Fig. 1: run 1, M2 wires
Cells faint in the background.
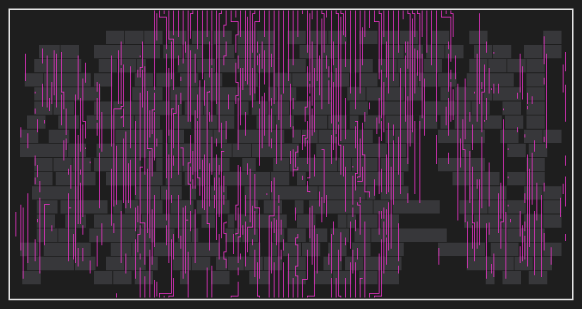
Fig. 2: run 1, placement density heat map
The die is cut into 11 by 6 equal tiles; white is low, dark blue is high, 0 to 100% covered.
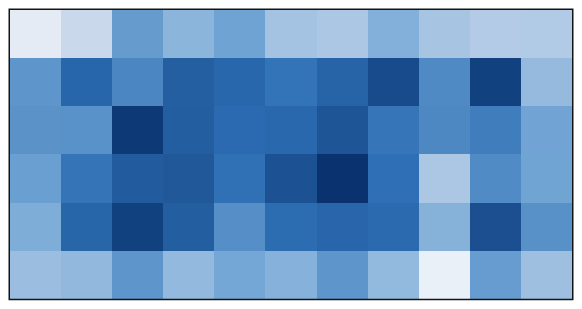
Fig. 3: run 1, M1 wires
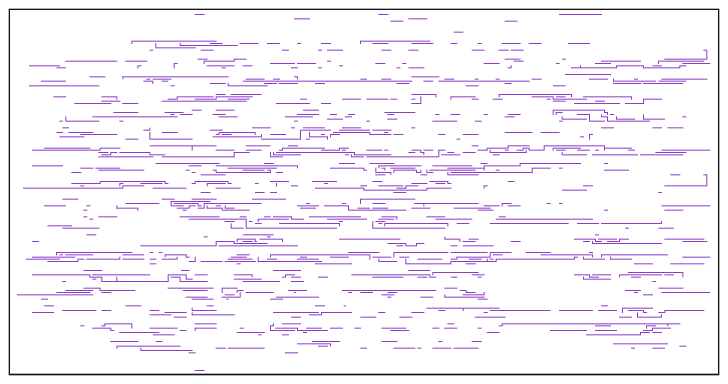
$ cat src/rtl/fas_arbiter.sv
// rtl/fas_arbiter.sv - round-robin scheduler sharing one external adder-subtractor among NREQ requesters
// Optional feature macro: FAS_ARB_OVF_EN (adds rsp_ovf signed-overflow flag)
module fas_arbiter #(
    parameter int N    = 10,
    parameter int NREQ = 4,
    parameter int IDW  = 2
) (
    input  logic              clk,
    input  logic              rst_n,
    input  logic [NREQ-1:0]   req_valid,
    input  logic [NREQ-1:0]   req_sub,
    input  logic [NREQ*N-1:0] req_a,
    input  logic [NREQ*N-1:0] req_b,
    output logic [NREQ-1:0]   req_ready,
    output logic              fas_d,
    output logic [N-1:0]      fas_a,
    output logic [N-1:0]      fas_b,
    input  logic [N-1:0]      fas_s,
    input  logic              fas_cout,
    output logic              rsp_valid,
    input  logic              rsp_ready,
    output logic [IDW-1:0]    rsp_id,
    output logic [N-1:0]      rsp_s,
    output logic              rsp_cout
`ifdef FAS_ARB_OVF_EN
    ,
    output logic              rsp_ovf
`endif
);

    typedef enum logic [1:0] {
        S_IDLE  = 2'd0,
        S_ISSUE = 2'd1,
        S_RESP  = 2'd2
    } state_t;

    state_t          state_q, state_d;
    logic [IDW-1:0]  rr_q, rr_d;
    logic            fas_d_q, fas_d_d;
    logic [N-1:0]    fas_a_q, fas_a_d;
    logic [N-1:0]    fas_b_q, fas_b_d;
    logic            rsp_valid_q, rsp_valid_d;
    logic [IDW-1:0]  rsp_id_q, rsp_id_d;
    logic [N-1:0]    rsp_s_q, rsp_s_d;
    logic            rsp_cout_q, rsp_cout_d;
    logic            ovf_now;

    // Grant search result: first valid requester at or after the rr pointer, with wrap.
    logic            grant_found;
    logic [IDW-1:0]  grant_idx;
    logic [IDW:0]    scan;

    // Round-robin search over all requesters starting at rr_q.
    always_comb begin
        grant_found = 1'b0;
        grant_idx   = '0;
        scan        = '0;
        for (int k = 0; k < NREQ; k++) begin
            scan = {1'b0, rr_q} + (IDW+1)'(k);
            if (scan >= (IDW+1)'(NREQ)) begin
                scan = scan - (IDW+1)'(NREQ);
            end
            if (!grant_found && req_valid[scan[IDW-1:0]]) begin
                grant_found = 1'b1;
                grant_idx   = scan[IDW-1:0];
            end
        end
    end

    // Signed overflow of the shared unit's current result, judged from the registered operands.
    always_comb begin
        ovf_now = 1'b0;
        if (fas_d_q) begin
            ovf_now = (fas_a_q[N-1] != fas_b_q[N-1]) && (fas_s[N-1] != fas_a_q[N-1]);
        end else begin
            ovf_now = (fas_a_q[N-1] == fas_b_q[N-1]) && (fas_s[N-1] != fas_a_q[N-1]);
        end
    end

`ifdef FAS_ARB_OVF_EN
    logic rsp_ovf_q, rsp_ovf_d;
`endif

    // Next-state and datapath update for the IDLE -> ISSUE -> RESP sequence.
    always_comb begin
        state_d     = state_q;
        rr_d        = rr_q;
        fas_d_d     = fas_d_q;
        fas_a_d     = fas_a_q;
        fas_b_d     = fas_b_q;
        rsp_valid_d = rsp_valid_q;
        rsp_id_d    = rsp_id_q;
        rsp_s_d     = rsp_s_q;
        rsp_cout_d  = rsp_cout_q;
`ifdef FAS_ARB_OVF_EN
        rsp_ovf_d   = rsp_ovf_q;
`endif
        req_ready   = '0;
        unique case (state_q)
            S_IDLE: begin
                // Gated by rst_n so no accept strobe leaks out while reset is held.
                if (grant_found && rst_n) begin
                    req_ready[grant_idx] = 1'b1;
                    fas_d_d  = req_sub[grant_idx];
                    fas_a_d  = req_a[int'(grant_idx)*N +: N];
                    fas_b_d  = req_b[int'(grant_idx)*N +: N];
                    rsp_id_d = grant_idx;
                    state_d  = S_ISSUE;
                end
            end
            S_ISSUE: begin
                rsp_s_d     = fas_s;
                rsp_cout_d  = fas_cout;
                rsp_valid_d = 1'b1;
`ifdef FAS_ARB_OVF_EN
                rsp_ovf_d   = ovf_now;
`endif
                state_d     = S_RESP;
            end
            S_RESP: begin
                if (rsp_ready) begin
                    rsp_valid_d = 1'b0;
                    rr_d        = (rsp_id_q == IDW'(NREQ-1)) ? '0 : rsp_id_q + IDW'(1);
                    state_d     = S_IDLE;
                end
            end
            default: begin
                state_d = S_IDLE;
            end
        endcase
    end

    // State and datapath registers with asynchronous reset.
    always_ff @(posedge clk or negedge rst_n) begin
        if (!rst_n) begin
            state_q     <= S_IDLE;
            rr_q        <= '0;
            fas_d_q     <= 1'b0;
            fas_a_q     <= '0;
            fas_b_q     <= '0;
            rsp_valid_q <= 1'b0;
            rsp_id_q    <= '0;
            rsp_s_q     <= '0;
            rsp_cout_q  <= 1'b0;
        end else begin
            state_q     <= state_d;
            rr_q        <= rr_d;
            fas_d_q     <= fas_d_d;
            fas_a_q     <= fas_a_d;
            fas_b_q     <= fas_b_d;
            rsp_valid_q <= rsp_valid_d;
            rsp_id_q    <= rsp_id_d;
            rsp_s_q     <= rsp_s_d;
            rsp_cout_q  <= rsp_cout_d;
        end
    end

`ifdef FAS_ARB_OVF_EN
    // Overflow flag register, captured in ISSUE together with the result.
    always_ff @(posedge clk or negedge rst_n) begin
        if (!rst_n) begin
            rsp_ovf_q <= 1'b0;
        end else begin
            rsp_ovf_q <= rsp_ovf_d;
        end
    end

    assign rsp_ovf = rsp_ovf_q;
`else
    logic unused_ovf;
    assign unused_ovf = ovf_now;
`endif

    assign fas_d     = fas_d_q;
    assign fas_a     = fas_a_q;
    assign fas_b     = fas_b_q;
    assign rsp_valid = rsp_valid_q;
    assign rsp_id    = rsp_id_q;
    assign rsp_s     = rsp_s_q;
    assign rsp_cout  = rsp_cout_q;

endmodule
$ cat config.mk
export PLATFORM = sky130hd
export DESIGN_NAME = fas_arbiter
export DESIGN_NICKNAME = d
export VERILOG_FILES = /design/src/rtl/fas_arbiter.sv
export SDC_FILE = /design/constraint.sdc
export NUM_CORES = 1
export LEC_CHECK = 0
export CORE_ASPECT_RATIO = 0.5
export CORE_MARGIN = 1.5
export CORE_UTILIZATION = 40
export DETAILED_ROUTE_END_ITERATION = 10
export HOLD_SLACK_MARGIN = 0.05
export PLACE_DENSITY = 0.84
export SLEW_MARGIN = 20
export SYNTH_ARGS = -nofsm -noshare
export SYNTH_HDL_FRONTEND = slang
export SYNTH_SLANG_ARGS = --single-unit
$ cat constraint.sdc
create_clock -name clk -period 4.65 [get_ports clk]
set_clock_uncertainty 0.2 [all_clocks]
set_input_delay 0.6975 -clock clk [delete_from_list [all_inputs] [get_ports clk]]
set_output_delay 0.6975 -clock clk [all_outputs]
set_load 0.01 [all_outputs]
==> run summary, run 1 <==
impl run done, here's what came out: Antenna Nets Post-Route 0, layout clock buffer count 5, total power 2.04 mW, register bit total from synthesis 39, P_sw 693 µW, buffer share of cell area 38.0%, met3 Use GR 6.44%, Latency at later pin 0.30 ns, Worst Reg-to-Reg Cells 6, leakage 1.63 nW, CP Capture Type primary output, Hold Slack 0.281 ns, clk cell area share 3.61%, status finished clean, Tmin final 3.80 ns, multi-input gate share of total cell area 29.9%, Die H 55.6 µm, Synth Area in Simple Gates 4.64%, FMAX 263 MHz, part of the Yosys area used for sequential elements 44.1%, Clock Sinks 39, crit path launch req_valid[3], GR peak layer met2, Post-CTS Resized 0, met1 GRT Util 23.0%, synthesized area 2210 µm², area fraction in mux cells 25.6%, Arr. time, crit path 2.90 ns, initial antenna violation count 0
About Fig. 1:
- wire length on this layer: 3,610 µm
- nets with wire on the layer: 376
- longest straight run: 32.3 µm
- main direction: vertical
- share of all routed wire: 55%

About Fig. 2:
- densest ninth of the die: center
- mean over tiles: 61%
- tiles over 75% full: 33%
- fullest tile: 99%

About Fig. 3:
- longest straight run: 27.1 µm
- nets with wire on the layer: 372
- wire length on this layer: 2,420 µm

[run 1: worst max-delay path, cell delays in order]
cell             delay (ns)
clkdlybuf4s50_1        0.54
or4_1                  0.16
nand3_2                0.29
or3_1                  0.52
nor2b_1                0.14
clkdlybuf4s50_1        0.55
[run 1: layer usage]
layer	part of all wire (%)	up-vias
met1	37	953
met2	55	58
li1	-	959
met4	0.78	0
met5	0	-
met3	6.6	7
[run 1: sequential cells by signal, indices dropped and copies added (netlist names), 2 cells and up]
name     cells
fas_a       10
fas_b       10
rr_q         2
rsp_id       2
rsp_s       10
state_q      2
## Run 2: what changed since run 1
CORE_UTILIZATION = 33   (was 40)
PLACE_DENSITY = 0.74   (was 0.84)
clock period = 3.26 ns   (was 4.65 ns; I/O delays follow)
Fig. 4: run 2, placement density heat map
The die is cut into 12 by 6 equal tiles; white is low, dark blue is high, 0 to 100% covered.
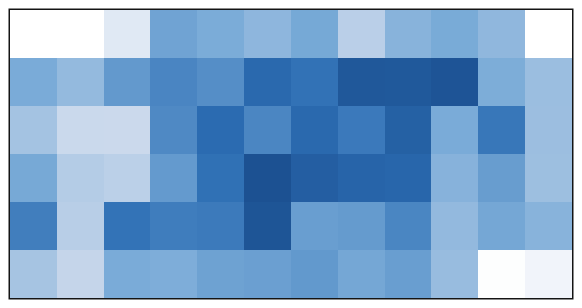
- mean over tiles: 52%
- tiles over 75% full: 17%
- nearly empty tiles: 5.6%
- densest ninth of the die: center

Fig. 5: run 2, sequential cells colored by netlist name
Other sequential cells in the stronger gray, the rest of the logic in the fainter gray.
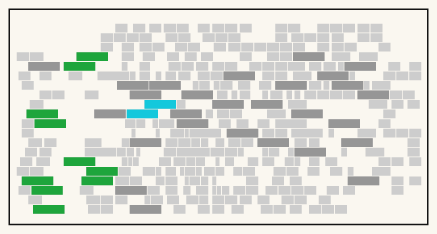
- rsp_s: green (flops 10)
- rsp_id: cyan (flops 2)

==> run 2 against run 1 <==
  * Hold slack lost 0.18 ns
  * Largest power group unchanged
  * Combinational power rose by 43%
  * Setup slack lost 0.73 ns
  * Die size up 20%
  * Highest routed layer unchanged
  * Synthesized area did not move
  * Critical path type unchanged
==> run summary, run 2 <==
impl run done, here's what came out: top routing layer in use met4, GR peak layer met2, Tmin final 3.14 ns, met3 Use GR 4.14%, part of the Yosys area used for sequential elements 44.1%, met3 WL 229 µm, FMAX 319 MHz, Worst Reg-to-Reg Cells 6, Post-CTS Hold Buffers 0, register bit total from synthesis 39, Metal-1 WL 2660 µm, status finished clean, met2 WL 3460 µm, Arr. time, crit path 2.45 ns, Top cell by count, worst path clkdlybuf4s50_1, buffer share of cell area 37.7%, total power 2.93 mW, Die H 60.9 µm, layout clock buffer count 7, Latency at later pin 0.28 ns, multi-input gate share of total cell area 29.4%, CP Capture Type primary output, Crit path largest cell delay 0.58 ns, P_sw 972 µW, Hold Slack 0.105 ns, Antenna Nets Post-Route 0, CP delay by family, top buffers and inverters, Crit-path slowest cell clkdlybuf4s50_1, Clock Sinks 39, synthesized area 2210 µm², CP endpoint req_ready[3], Post-CTS Resized 0, CP Depth 6, Cell Chain, Critical Path clkdlybuf4s50_1, or4_1, nand3_2, or3_1, nor2_1, clkdlybuf4s50_1, crit path launch req_valid[3], initial antenna violation count 0
Fig. 6: run 2, M1 wires
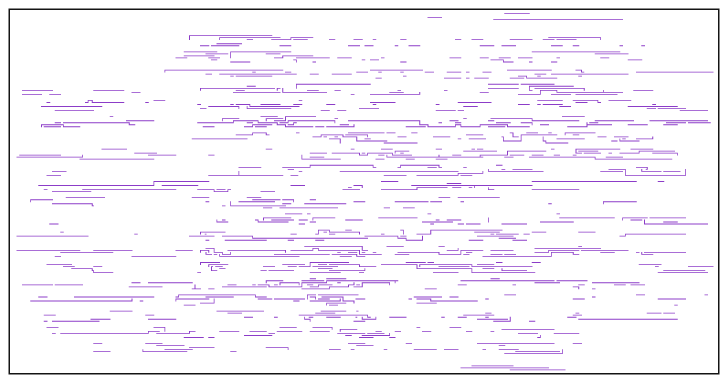
vias: 2,003
met1 GRT Util: 20.9%
final wirelength: 6420 µm

-- run 2: cell count changes in the layout (fill, tap and decap cells not counted), sizes merged --
cell	previous run	this run
clkbuf	5	7
buf	6	8
bufinv	2	0
-- run 2: power by group through the flow --
stage          clock, mW  combinational, mW  sequential (mW)
2_1_floorplan          0              0.766            0.968
3_3_place_gp           0               1.53            0.869
3_5_place_dp           0               1.56            0.888
4_1_cts            0.528               1.57            0.882
5_1_grt            0.549               1.67            0.913
6_report           0.510               1.54            0.878
-- run 2: logic make-up (layout without fill, tap and decap cells) --
group                    Yosys count  count (layout)  share of synthesized area [%]
multiplexers                      55              55                           25.6
AND-OR/OR-AND                     53              53                           19.6
flip-flops                        39              39                           44.1
AND/OR/NAND/NOR                   18              18                           4.64
buffers and inverters             17             159                           5.48
adder cells (fa/ha/maj)            1               1                          0.565
Power figures rest on the tool's default switching activity, not on a simulated workload.
